$ cat config.mk
export PLATFORM = sky130hd
export DESIGN_NAME = lc4_wb_stage
export DESIGN_NICKNAME = d
export VERILOG_FILES = /design/src/rtl/lc4_pkg.sv /design/src/rtl/lc4_wb_decode.sv /design/src/rtl/lc4_wb_stage.sv
export SDC_FILE = /design/constraint.sdc
export NUM_CORES = 1
export LEC_CHECK = 0
export CORE_MARGIN = 8
export CORE_UTILIZATION = 27
export DETAILED_ROUTE_END_ITERATION = 12
export SLEW_MARGIN = 0
export SYNTH_ARGS = -nofsm -noshare
export SYNTH_HDL_FRONTEND = slang
export SYNTH_SLANG_ARGS = --single-unit
$ cat constraint.sdc
create_clock -name clk -period 2 [get_ports clk]
set_input_delay 0.4 -clock clk [delete_from_list [all_inputs] [get_ports clk]]
set_output_delay 0.4 -clock clk [all_outputs]
set_load 0.1 [all_outputs]
$ cat src/rtl/lc4_pkg.sv
`default_nettype none
// +--------------------------------------------------------------------------+
// | Module   : lc4_pkg                                                       |
// | Purpose  : Shared LC4 constants for the writeback stage: 4-bit major     |
// |            opcodes, 5-bit sub-opcodes (JSR/JSRR, JMP/JMPR), NZP          |
// |            encodings and the NZP value loaded at reset.                  |
// | Ports    : none (package)                                                |
// | Revision : 1.0 - initial release                                         |
// +--------------------------------------------------------------------------+
package lc4_pkg;

    // Major opcodes, insn[15:12]
    localparam logic [3:0] c_op_br      = 4'b0000;
    localparam logic [3:0] c_op_add     = 4'b0001;
    localparam logic [3:0] c_op_cmp     = 4'b0010;
    localparam logic [3:0] c_op_jsr_grp = 4'b0100;
    localparam logic [3:0] c_op_logic   = 4'b0101;
    localparam logic [3:0] c_op_ldr     = 4'b0110;
    localparam logic [3:0] c_op_str     = 4'b0111;
    localparam logic [3:0] c_op_rti     = 4'b1000;
    localparam logic [3:0] c_op_const   = 4'b1001;
    localparam logic [3:0] c_op_shift   = 4'b1010;
    localparam logic [3:0] c_op_jmp_grp = 4'b1100;
    localparam logic [3:0] c_op_hiconst = 4'b1101;
    localparam logic [3:0] c_op_trap    = 4'b1111;

    // Sub-opcodes, insn[15:11]
    localparam logic [4:0] c_op5_jsrr   = 5'b01000;
    localparam logic [4:0] c_op5_jsr    = 5'b01001;
    localparam logic [4:0] c_op5_jmpr   = 5'b11000;
    localparam logic [4:0] c_op5_jmp    = 5'b11001;

    // NZP encodings
    localparam logic [2:0] c_nzp_n      = 3'b100;
    localparam logic [2:0] c_nzp_z      = 3'b010;
    localparam logic [2:0] c_nzp_p      = 3'b001;
    localparam logic [2:0] c_nzp_reset  = c_nzp_z;

    // Link register written by JSR, JSRR and TRAP
    localparam logic [2:0] c_link_reg   = 3'd7;

endpackage : lc4_pkg
`default_nettype wire

$ cat src/rtl/lc4_wb_decode.sv
`default_nettype none
// +--------------------------------------------------------------------------+
// | Module   : lc4_wb_decode                                                 |
// | Purpose  : Purely combinational opcode classification for the LC4        |
// |            writeback stage.                                              |
// | Ports    : i_op5       - insn[15:11]                                     |
// |            o_we        - instruction writes the register file            |
// |            o_link      - write R7 with PC+1 (JSR, JSRR, TRAP)            |
// |            o_mem_ld    - LDR                                             |
// |            o_mem_st    - STR                                             |
// |            o_nzp_upd   - instruction updates NZP                         |
// |            o_br        - conditional branch (taken resolved by caller)   |
// |            o_jump      - unconditional redirect (JMP/JMPR/JSR/JSRR/TRAP) |
// |            o_rti       - RTI                                             |
// |            o_trap      - TRAP                                            |
// | Revision : 1.0 - initial release                                         |
// +--------------------------------------------------------------------------+
module lc4_wb_decode
    import lc4_pkg::*;
(
    input  logic [4:0] i_op5,
    output logic       o_we,
    output logic       o_link,
    output logic       o_mem_ld,
    output logic       o_mem_st,
    output logic       o_nzp_upd,
    output logic       o_br,
    output logic       o_jump,
    output logic       o_rti,
    output logic       o_trap
);

    logic [3:0] w_op4;
    logic       w_cmp;

    assign w_op4 = i_op5[4:1];

    always_comb begin
        o_we     = 1'b0;
        o_link   = 1'b0;
        o_mem_ld = 1'b0;
        o_mem_st = 1'b0;
        o_br     = 1'b0;
        o_jump   = 1'b0;
        o_rti    = 1'b0;
        o_trap   = 1'b0;
        w_cmp    = 1'b0;
        case (w_op4)
            c_op_add, c_op_logic, c_op_const, c_op_shift, c_op_hiconst: o_we = 1'b1;
            c_op_cmp: w_cmp    = 1'b1;
            c_op_ldr: o_mem_ld = 1'b1;
            c_op_str: o_mem_st = 1'b1;
            c_op_br:  o_br     = 1'b1;
            c_op_rti: o_rti    = 1'b1;
            c_op_trap: begin
                o_we   = 1'b1;
                o_link = 1'b1;
                o_jump = 1'b1;
                o_trap = 1'b1;
            end
            default: begin
                if (i_op5 == c_op5_jsr || i_op5 == c_op5_jsrr) begin
                    o_we   = 1'b1;
                    o_link = 1'b1;
                    o_jump = 1'b1;
                end
                if (i_op5 == c_op5_jmp || i_op5 == c_op5_jmpr) begin
                    o_jump = 1'b1;
                end
            end
        endcase
    end

    // Every register write sets condition codes; CMP sets them without a write.
    assign o_nzp_upd = o_we | w_cmp;

endmodule : lc4_wb_decode
`default_nettype wire

$ cat src/rtl/lc4_wb_stage.sv
`default_nettype none
// +--------------------------------------------------------------------------+
// | Module   : lc4_wb_stage                                                  |
// | Purpose  : LC4 writeback stage. Holds one registered entry with a        |
// |            valid/ready handshake on both sides, produces register-file   |
// |            writes, LDR/STR requests, control-flow redirects, keeps the   |
// |            NZP register and a retired-instruction counter.               |
// | Config   : LC4_PRIV_EN - adds a privilege bit (o_priv); RTI redirects    |
// |            only while privileged, otherwise it behaves as a NOP.         |
// | Ports    : clk, rst_n (async, active-low)                                |
// |            i_valid/o_ready       upstream handshake                      |
// |            i_insn, i_pc, i_alu_result  instruction, PC, ALU output       |
// |            o_valid/i_ready       downstream handshake                    |
// |            o_we, o_rd, o_wdata   register-file write                     |
// |            o_mem_ld, o_mem_st, o_mem_addr  memory request                |
// |            o_redirect, o_redirect_pc       control-flow change           |
// |            o_nzp, o_retired      condition codes, retire count           |
// |            o_priv                privilege bit (LC4_PRIV_EN only)        |
// | Revision : 1.0 - initial release                                         |
// +--------------------------------------------------------------------------+
module lc4_wb_stage
    import lc4_pkg::*;
#(
    parameter int WORD_SIZE = 16
) (
    input  logic                 clk,
    input  logic                 rst_n,
    input  logic                 i_valid,
    output logic                 o_ready,
    input  logic [15:0]          i_insn,
    input  logic [15:0]          i_pc,
    input  logic [WORD_SIZE-1:0] i_alu_result,
    output logic                 o_valid,
    input  logic                 i_ready,
    output logic                 o_we,
    output logic [2:0]           o_rd,
    output logic [WORD_SIZE-1:0] o_wdata,
    output logic                 o_mem_ld,
    output logic                 o_mem_st,
    output logic [15:0]          o_mem_addr,
    output logic                 o_redirect,
    output logic [15:0]          o_redirect_pc,
    output logic [2:0]           o_nzp,
    output logic [15:0]          o_retired
`ifdef LC4_PRIV_EN
    ,
    output logic                 o_priv
`endif
);

    logic                 r_valid;
    logic                 r_we;
    logic [2:0]           r_rd;
    logic [WORD_SIZE-1:0] r_wdata;
    logic                 r_mem_ld;
    logic                 r_mem_st;
    logic [15:0]          r_mem_addr;
    logic                 r_redirect;
    logic [15:0]          r_redirect_pc;
    logic [2:0]           r_nzp;
    logic [15:0]          r_retired;

    logic w_dec_we, w_dec_link, w_dec_ld, w_dec_st, w_dec_nzp_upd;
    logic w_dec_br, w_dec_jump, w_dec_rti, w_dec_trap;

    logic                 w_accept;
    logic                 w_retire;
    logic [2:0]           w_rd_field;
    logic [WORD_SIZE-1:0] w_wb_data;
    logic [2:0]           w_nzp_new;
    logic                 w_br_taken;
    logic                 w_rti_redirect;
    logic                 w_redirect;
    logic                 w_unused_insn_bits;

    lc4_wb_decode u_decode (
        .i_op5     (i_insn[15:11]),
        .o_we      (w_dec_we),
        .o_link    (w_dec_link),
        .o_mem_ld  (w_dec_ld),
        .o_mem_st  (w_dec_st),
        .o_nzp_upd (w_dec_nzp_upd),
        .o_br      (w_dec_br),
        .o_jump    (w_dec_jump),
        .o_rti     (w_dec_rti),
        .o_trap    (w_dec_trap)
    );

    // Immediate/offset fields are consumed upstream; only opcode and rd matter here.
    assign w_unused_insn_bits = ^i_insn[8:0];

    assign o_ready    = !r_valid || i_ready;
    assign w_accept   = i_valid && o_ready;
    assign w_retire   = r_valid && i_ready;
    assign w_rd_field = i_insn[11:9];

    assign w_wb_data  = w_dec_link ? WORD_SIZE'(i_pc + 16'd1) : i_alu_result;
    assign w_nzp_new  = w_wb_data[WORD_SIZE-1] ? c_nzp_n :
                        (w_wb_data == '0)      ? c_nzp_z : c_nzp_p;

    // Branch resolves against the NZP left by the previous accepted instruction.
    assign w_br_taken = w_dec_br && ((w_rd_field & r_nzp) != 3'b000);

`ifdef LC4_PRIV_EN
    logic r_priv;

    always_ff @(posedge clk or negedge rst_n) begin
        if (!rst_n) begin
            r_priv <= 1'b0;
        end else if (w_accept) begin
            if (w_dec_trap) begin
                r_priv <= 1'b1;
            end else if (w_dec_rti) begin
                r_priv <= 1'b0;
            end
        end
    end

    // An unprivileged RTI degrades to a NOP.
    assign w_rti_redirect = w_dec_rti && r_priv;
    assign o_priv         = r_priv;
`else
    assign w_rti_redirect = w_dec_rti;
`endif

    assign w_redirect = w_br_taken || w_dec_jump || w_rti_redirect;

    always_ff @(posedge clk or negedge rst_n) begin
        if (!rst_n) begin
            r_valid       <= 1'b0;
            r_we          <= 1'b0;
            r_rd          <= 3'd0;
            r_wdata       <= '0;
            r_mem_ld      <= 1'b0;
            r_mem_st      <= 1'b0;
            r_mem_addr    <= 16'd0;
            r_redirect    <= 1'b0;
            r_redirect_pc <= 16'd0;
            r_nzp         <= c_nzp_reset;
            r_retired     <= 16'd0;
        end else begin
            if (w_accept) begin
                r_valid       <= 1'b1;
                r_we          <= w_dec_we;
                r_rd          <= w_dec_link ? c_link_reg : (w_dec_we ? w_rd_field : 3'd0);
                r_wdata       <= w_dec_we ? w_wb_data : '0;
                r_mem_ld      <= w_dec_ld;
                r_mem_st      <= w_dec_st;
                r_mem_addr    <= (w_dec_ld || w_dec_st) ? i_alu_result[15:0] : 16'd0;
                r_redirect    <= w_redirect;
                r_redirect_pc <= w_redirect ? i_alu_result[15:0] : 16'd0;
                if (w_dec_nzp_upd) begin
                    r_nzp <= w_nzp_new;
                end
            end else if (i_ready) begin
                r_valid <= 1'b0;
            end
            // Natural 16-bit wrap from FFFF to 0
            if (w_retire) begin
                r_retired <= r_retired + 16'd1;
            end
        end
    end

    assign o_valid       = r_valid;
    assign o_we          = r_we;
    assign o_rd          = r_rd;
    assign o_wdata       = r_wdata;
    assign o_mem_ld      = r_mem_ld;
    assign o_mem_st      = r_mem_st;
    assign o_mem_addr    = r_mem_addr;
    assign o_redirect    = r_redirect;
    assign o_redirect_pc = r_redirect_pc;
    assign o_nzp         = r_nzp;
    assign o_retired     = r_retired;

endmodule : lc4_wb_stage
`default_nettype wire

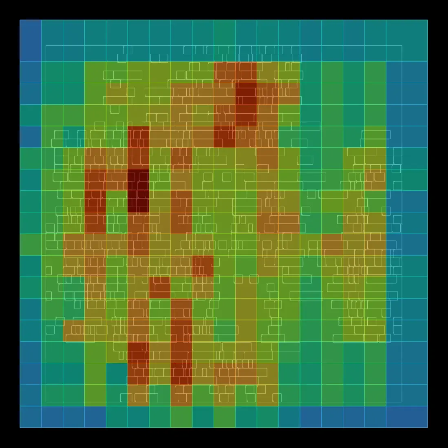
*Congestion heat map, run 1*
WL/cell: 16.7 um
GRT Overall Usage: 0.144
met1 capacity usage during global routing: 0.177
grt met3 use: 0.0418

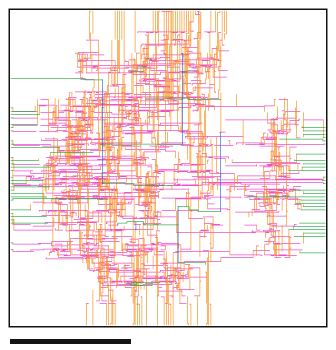
*Wiring by layer, run 1*
Bar = 50 um.
legend:
  green:
    layer: M3
    wire_length: 757 um
  orange:
    layer: M2
    wire_length: 5890 um
  magenta:
    layer: M1
    wire_length: 5360 um
  blue:
    layer: M4
    wire_length: 139 um
DRT Wirelength: 12100 um
Via Count: 3441

==> results.txt, run 1 <==
Synthesis and PnR results.

- The run finished with clean final reports.
- The startpoint of the most critical register-to-register path reads o_nzp[0].
- The end of the worst register-to-register path reads o_redirect.
- The number of enable-type register cells in the synthesized netlist reads 0.
- After global routing, the most crowded layer is met2.
- Looking at the clock tree report, the maximum root-to-sink buffer count equals 2.
- According to the timing report, the critical path is captured at o_nzp[1].
- After routing the design area is 5850 um^2.
- Of the synthesized area, sequential elements account for 0.530.
- The share of final layout cell area taken by clock buffers and inverters reads 0.0558.
- The clock tree from TritonCTS reads done.
- The buffer cell driving the clock tree root is sky130_fd_sc_hd__clkbuf_16.
- The remaining routing DRC violations is 0.
- The area after detailed placement is 5370 um^2.
- The mean number of vias per cell is 4.73.
- The report lists the number of cells resized after CTS as 40.
- The area growth from synthesis to layout is 65.1%.
- The cell count after synthesis reads 348.
- The tap cell instance count reads 176.
- The final setup TNS is 0 ns.
- The combinational gate area is 1710 um^2.
- Counting the buffers created by CTS gives 9.
- The placer congestion estimate reads 0.813.
- The post-synthesis cell type count is 46.
- The largest area contributor in the netlist reads sky130_fd_sc_hd__dfrtp_1.
- The data required time of the critical path reads 2.25 ns.
- Ranked by total cell area, the synthesized netlist is headed by sky130_fd_sc_hd__dfrtp_1 (52%), sky130_fd_sc_hd__a22o_1 (6.7%), sky130_fd_sc_hd__nand2_1 (6.6%).
- The placement report lists the number of port buffers as 118.
- The number of fillers in the final layout reads 1265.
- Looking at the setup timing report, the critical path kind is input pin to register.
- The cell with the largest stage delay on the worst path reads sky130_fd_sc_hd__or4_4.
- The time the worst path needs with I/O delays and setup reads 1.91 ns.
- The die area is 17100 um^2.
- The non-clock buffer count in the final layout is 205.
- The worst-case reg-to-reg setup slack stands at 0.27 ns.
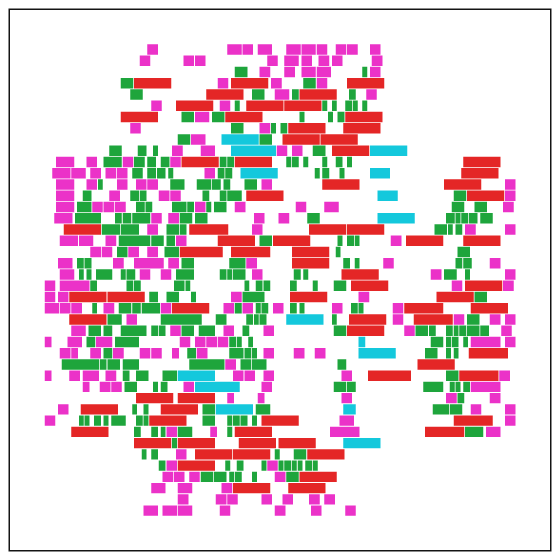
*Cell classes on the final placement, run 1*
legend:
  magenta:
    class: remaining buffers and delay cells
    cells: 205
  green:
    class: remaining logic cells
    cells: 257
  red:
    class: registers
    cells: 75
  cyan:
    class: clock drivers and dummy loads
    cells: 15
Cell Rows: 42
area of the core region: 13000 um^2

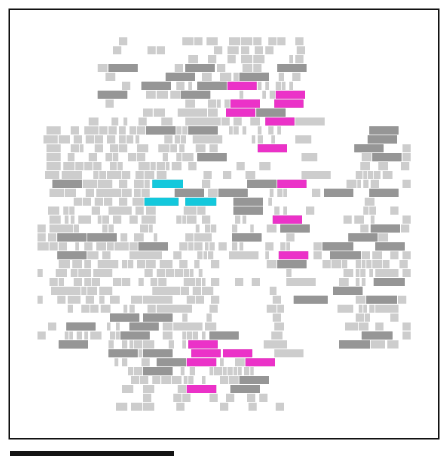
*Register map, names as in the netlist, run 1*
Bar = 50 um. Other sequential cells in the stronger gray, the rest of the logic in the fainter gray.
legend:
  cyan:
    name_in_the_netlist: o_nzp
    flops: 3
  magenta:
    name_in_the_netlist: o_redirect_pc
    flops: 16
not colored: 56
utilization of the core after routing: 0.449
Seq area share: 0.324
flip-flop and latch power: 1860 uW
total area of sequential cells: 1890 um^2

[run 1: report_power, final]
group | total [uW] | leakage (uW) | internal [uW] | switching [uW]
logic | 2280 | 0.00164 | 598 | 1680
clock network | 1790 | 0.000162 | 1150 | 632
registers | 1860 | 0.000985 | 1700 | 159
total | 5920 | 0.00279 | 3450 | 2470
[run 1: critical path: cells and delay by family]
| family | cells | cell delay [ns] |
|---|---|---|
| AOI/OAI and AO/OA | 2 | 0.57 |
| xor gates and xnor gates | 1 | 0.14 |
| adders and majority gates | 1 | 0.17 |
| buffers and inverters | 1 | 0.12 |
| and+or+nand+nor | 3 | 0.76 |
[run 1: logic make-up after synthesis]
family	share of synthesized area
flops	0.530
mux	0.0233
xor+xnor	0.0568
compound gates	0.173
buf+inv	0.0251
simple gates	0.185
fa+ha+maj	0.00706
### Routed metal per tile, run 1

Bar = 50 um. The die is cut into 26 by 26 equal tiles; dark blue is low, red is high, scaled to the fullest tile. Values are wire area over tile area, all layers added.
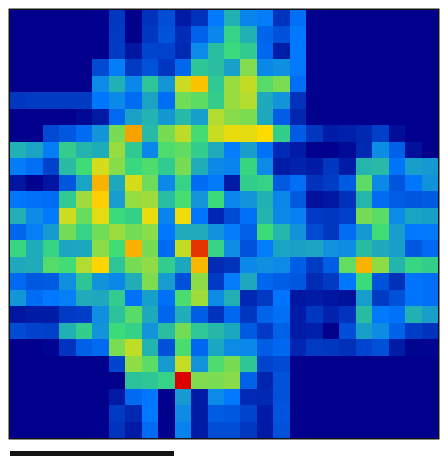

==> run 2: changes to the inputs <==
Settings changed: SYNTH_HIERARCHICAL set to 1.
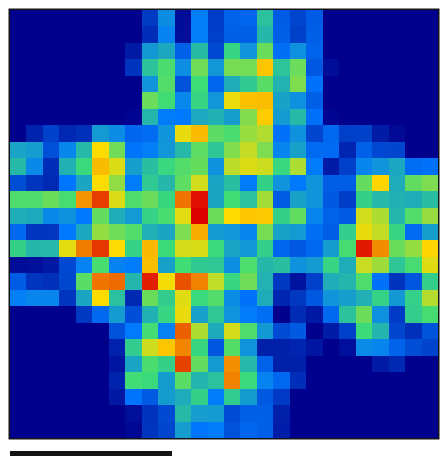
*Routed metal per tile, run 2*
Bar = 50 um. The die is cut into 26 by 26 equal tiles; dark blue is low, red is high, scaled to the fullest tile. Values are wire area over tile area, all layers added.
nearly empty tiles: 30%
fullest tile: 0.42
mean over tiles: 0.11
densest ninth of the die: center
tiles over half the peak: 20%
Via Count: 3331
DRT Wirelength: 12400 um

==> run 2 against run 1 <==
Clock skew barely moved; highest routed layer unchanged; total power down 0.49%; first-iteration DRC count is 17% lower; combinational power is essentially flat; core utilization about the same; worst hold slack improved by 0.068 ns; sequential power is essentially flat; clock power decreased by 2%; synthesized cell count rose by 4.3%; cell area grew 1.2%.
==> results.txt, run 2 <==
Synthesis and PnR results.

- The run finished with clean final reports.
- The total sequential power came to 1860 uW (about the same).
- The register-to-register path setup slack reads 0.49 ns (+0.22 ns).
- The fraction of power spent switching nets reads 0.427 (+0.00963).
- The total clock network power is 1750 uW (-2%).
- The non-clock buffer count in the final layout reads 186 (-9.3%).
- The row count is 42 (unchanged).
- The gate family responsible for the most delay along the worst path is buffers and inverters.
- The startpoint of the most critical register-to-register path is o_nzp[0].
- The remaining routing DRC violations is 0 (unchanged).
- The die area is 17500 um^2 (+2.5%).
- TritonCTS built the clock tree.
- The register share of the cell area is 0.320 (-0.00411).
- The routed length per placed instance is 17.2 um (+3.0%).
- Among all stages on the critical path, the largest delay is contributed by sky130_fd_sc_hd__clkdlybuf4s50_1.
- The total net switching power reads 2510 uW (+1.8%).
- The register cell area after layout came to 1890 um^2 (about the same).
- The category of the critical setup timing path is input pin to register.
- The cell internal power dissipation reads 3380 uW (-2.1%).
- The tap cell instance count came to 176 (unchanged).
- The deepest clock path buffer count is 2 (unchanged).
- The buffer-and-inverter tally for the worst setup path reads 2 (+1).
- The placeable core area reads 13200 um^2 (+1.2%).
- The sequential share of power is 0.315 (about the same).
- The area after detailed placement reads 5360 um^2 (-0.19%).
- The combinational group share of total power came to 0.389 (+0.004).
- The time the worst path needs with I/O delays and setup is 1.95 ns (+0.0389 ns).
- The mean number of vias per cell reads 4.63 (-2.1%).
- The final cell area excluding filler cells reads 5920 um^2 (+1.2%).
- The data required time of the critical path is 2.20 ns (-0.05 ns).
- The area growth from synthesis to layout reads 62.5%.
- The dominant power group in this design is combinational cells.
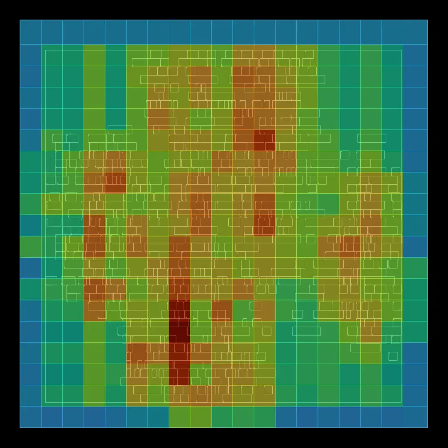
*Congestion heat map, run 2*
Most Crowded Layer GR: met2
met1 capacity usage during global routing: 0.174
GRT Overall Usage: 0.139
utilization of the core after routing: 0.449

==> run 2: per-layer routing <==
| layer | vias up | share of wire | track usage |
|---|---|---|---|
| met5 | - | 0 | 0 |
| met1 | 1594 | 0.44 | 0.174 |
| met3 | 12 | 0.064 | 0.0450 |
| li1 | 1635 | - | - |
| met4 | 0 | 0.012 | 0.0379 |
| met2 | 90 | 0.48 | 0.225 |
==> run 2: metrics by stage <==
step | worst slack [ns] | setup TNS (ns) | utilization
after floorplan | -0.0180 | -0.0180 | -
after global placement | -0.497 | -8.28 | 0.406
after detailed placement | -0.531 | -8.40 | 0.406
after CTS | 0.000823 | 0 | 0.435
after global routing | -0.0198 | -0.0337 | 0.449
final | 0.0503 | 0 | 0.449
### Wiring by layer, run 2

Bar = 50 um.
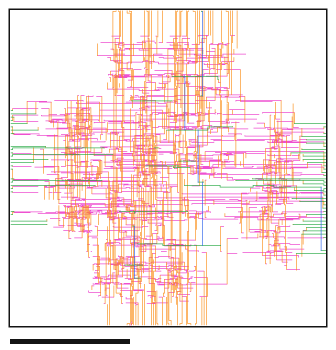

==> run 3: changes to the inputs <==
Settings changed: ABC_AREA set to 1.
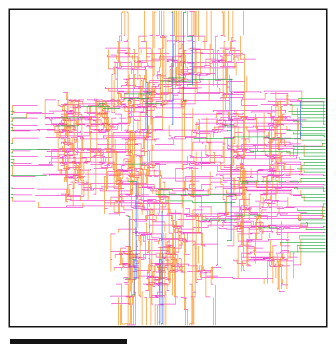
*Wiring by layer, run 3*
Bar = 50 um.
Via Count: 3878
WL/cell: 14.3 um
DRT Wirelength: 12200 um
GRT Overall Usage: 0.133

==> run 3 against run 2 <==
Total power rose by 6.8%; largest cell class unchanged; fmax up 7.7%; highest routed layer unchanged; combinational power up 5%; sequential share of layout area is 1.1 points lower.
==> results.txt, run 3 <==
Synthesis and PnR results.

- The row count reads 43 (+2.4%).
- The register share of the cell area is 0.309 (-0.0105).
- The worst ir drop on vdd reads 0.396 mV.
- The non-clock buffer count in the final layout reads 191 (+2.7%).
- The register-to-register path setup slack is 0.34 ns (-0.15 ns).
- The sum of met2 wire segment lengths after detailed routing is 5460 um (-8.4%).
- The buffer cell driving the clock tree root is sky130_fd_sc_hd__clkbuf_16.
- The area after detailed placement is 5570 um^2 (+3.9%).
- Counting the clock-network buffers in the layout gives 12.
- The data required time of the critical path is 2.22 ns (+0.02 ns).
- The buffer-and-inverter tally for the worst setup path reads 1 (-1).
- In the CTS report, the clock slew at the register clock pins of the worst setup and hold paths is listed as 0.06 ns.
- The met2 usage in global routing was 0.210 (-0.0153).
- The clock tree synthesis step divided the H-tree into 3 levels.
- Routed signal wires occupy layers up through met4.
- Synthesis produced a netlist with a net count of 535.
- Relative to the synthesized area, the layout overhead comes to 60.7%.
- The kind of cell with the highest combined delay along the critical path is simple AND/OR/NAND/NOR gates.
- The die area is 18100 um^2 (+3.9%).
- The mean number of vias per cell reads 4.56 (-1.5%).
- The clock tree from TritonCTS reads done.
- The run finished with clean final reports.
- The final critical-path setup slack is 0.189 ns (+0.139 ns).
- Looking at the critical path, the single cell with the biggest stage delay is sky130_fd_sc_hd__clkdlybuf4s50_1.
- The deepest clock path buffer count reads 2 (unchanged).
- The total power density per cell area is 1030 nW/um^2.
- The clock drives 75 sinks.
- The placeable core area came to 13800 um^2 (+4.8%).
- The category of the worst setup path capture point is a register.
- The register cell area after layout came to 1890 um^2 (-0.13%).
- The time the worst path needs with I/O delays and setup is 1.81 ns (-0.139 ns).
- The met3 global-route usage is 0.0319 (-0.0130).
- The global routing met1 resource utilization was 0.170 (-0.00377).
- For reference, the most critical setup path is categorized as input pin to register.
- After global routing, the most crowded layer is met2.
- The post-route met1 wirelength is 5530 um (+1.2%).
- The final setup TNS is 0 ns (unchanged).
- The remaining routing DRC violations came to 0 (unchanged).
- The final cell area excluding filler cells is 6120 um^2 (+3.3%).
- The length of routed met3 wiring came to 848 um (+7.5%).
- The setup slack after placement is -0.375 ns (+0.156 ns).
- The most frequent standard cell in the layout excluding fill and tap cells is sky130_fd_sc_hd__nand2_1.
- The tap cell instance count came to 180 (+2.3%).
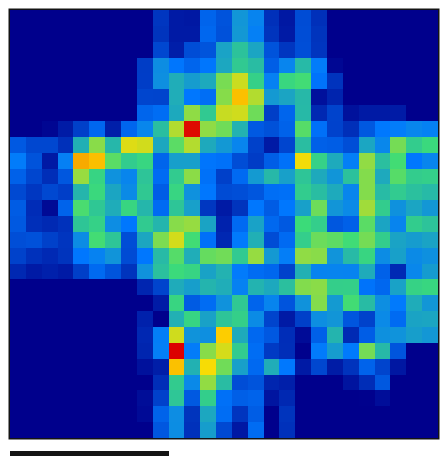
*Routed metal per tile, run 3*
Bar = 50 um. The die is cut into 27 by 27 equal tiles; dark blue is low, red is high, scaled to the fullest tile. Values are wire area over tile area, all layers added.
nearly empty tiles: 31%
tiles over half the peak: 9.1%
fullest tile: 0.52
mean over tiles: 0.11
densest ninth of the die: east

==> run 3: worst paths after layout <==
| path | from | to | cells after the start |
|---|---|---|---|
| setup / recovery | i_pc[4] | o_nzp[0] | 12 |
| hold / removal | rst_n | o_retired[15] | 1 |
| setup reg to reg | o_retired[1] | o_retired[14] | 9 |
| hold reg to reg | o_retired[15] | o_retired[15] | 1 |
| max in group asynchronous | rst_n | o_nzp[1] | 2 |
| min in group clk | o_retired[15] | o_retired[15] | 1 |
==> run 3: power breakdown <==
part           switching, uW  internal, uW  total, uW
registers                169          1710       1880
clock network            609          1410       2020
logic                   1780           615       2400
==> run 3: per-stage QoR <==
stage,utilization,instances
floorplan,-,481
detailed placement,0.403,828
CTS,0.431,844
finish,0.442,851
global route,0.442,851
global placement,0.403,828
Power and IR drop assume default switching activity.
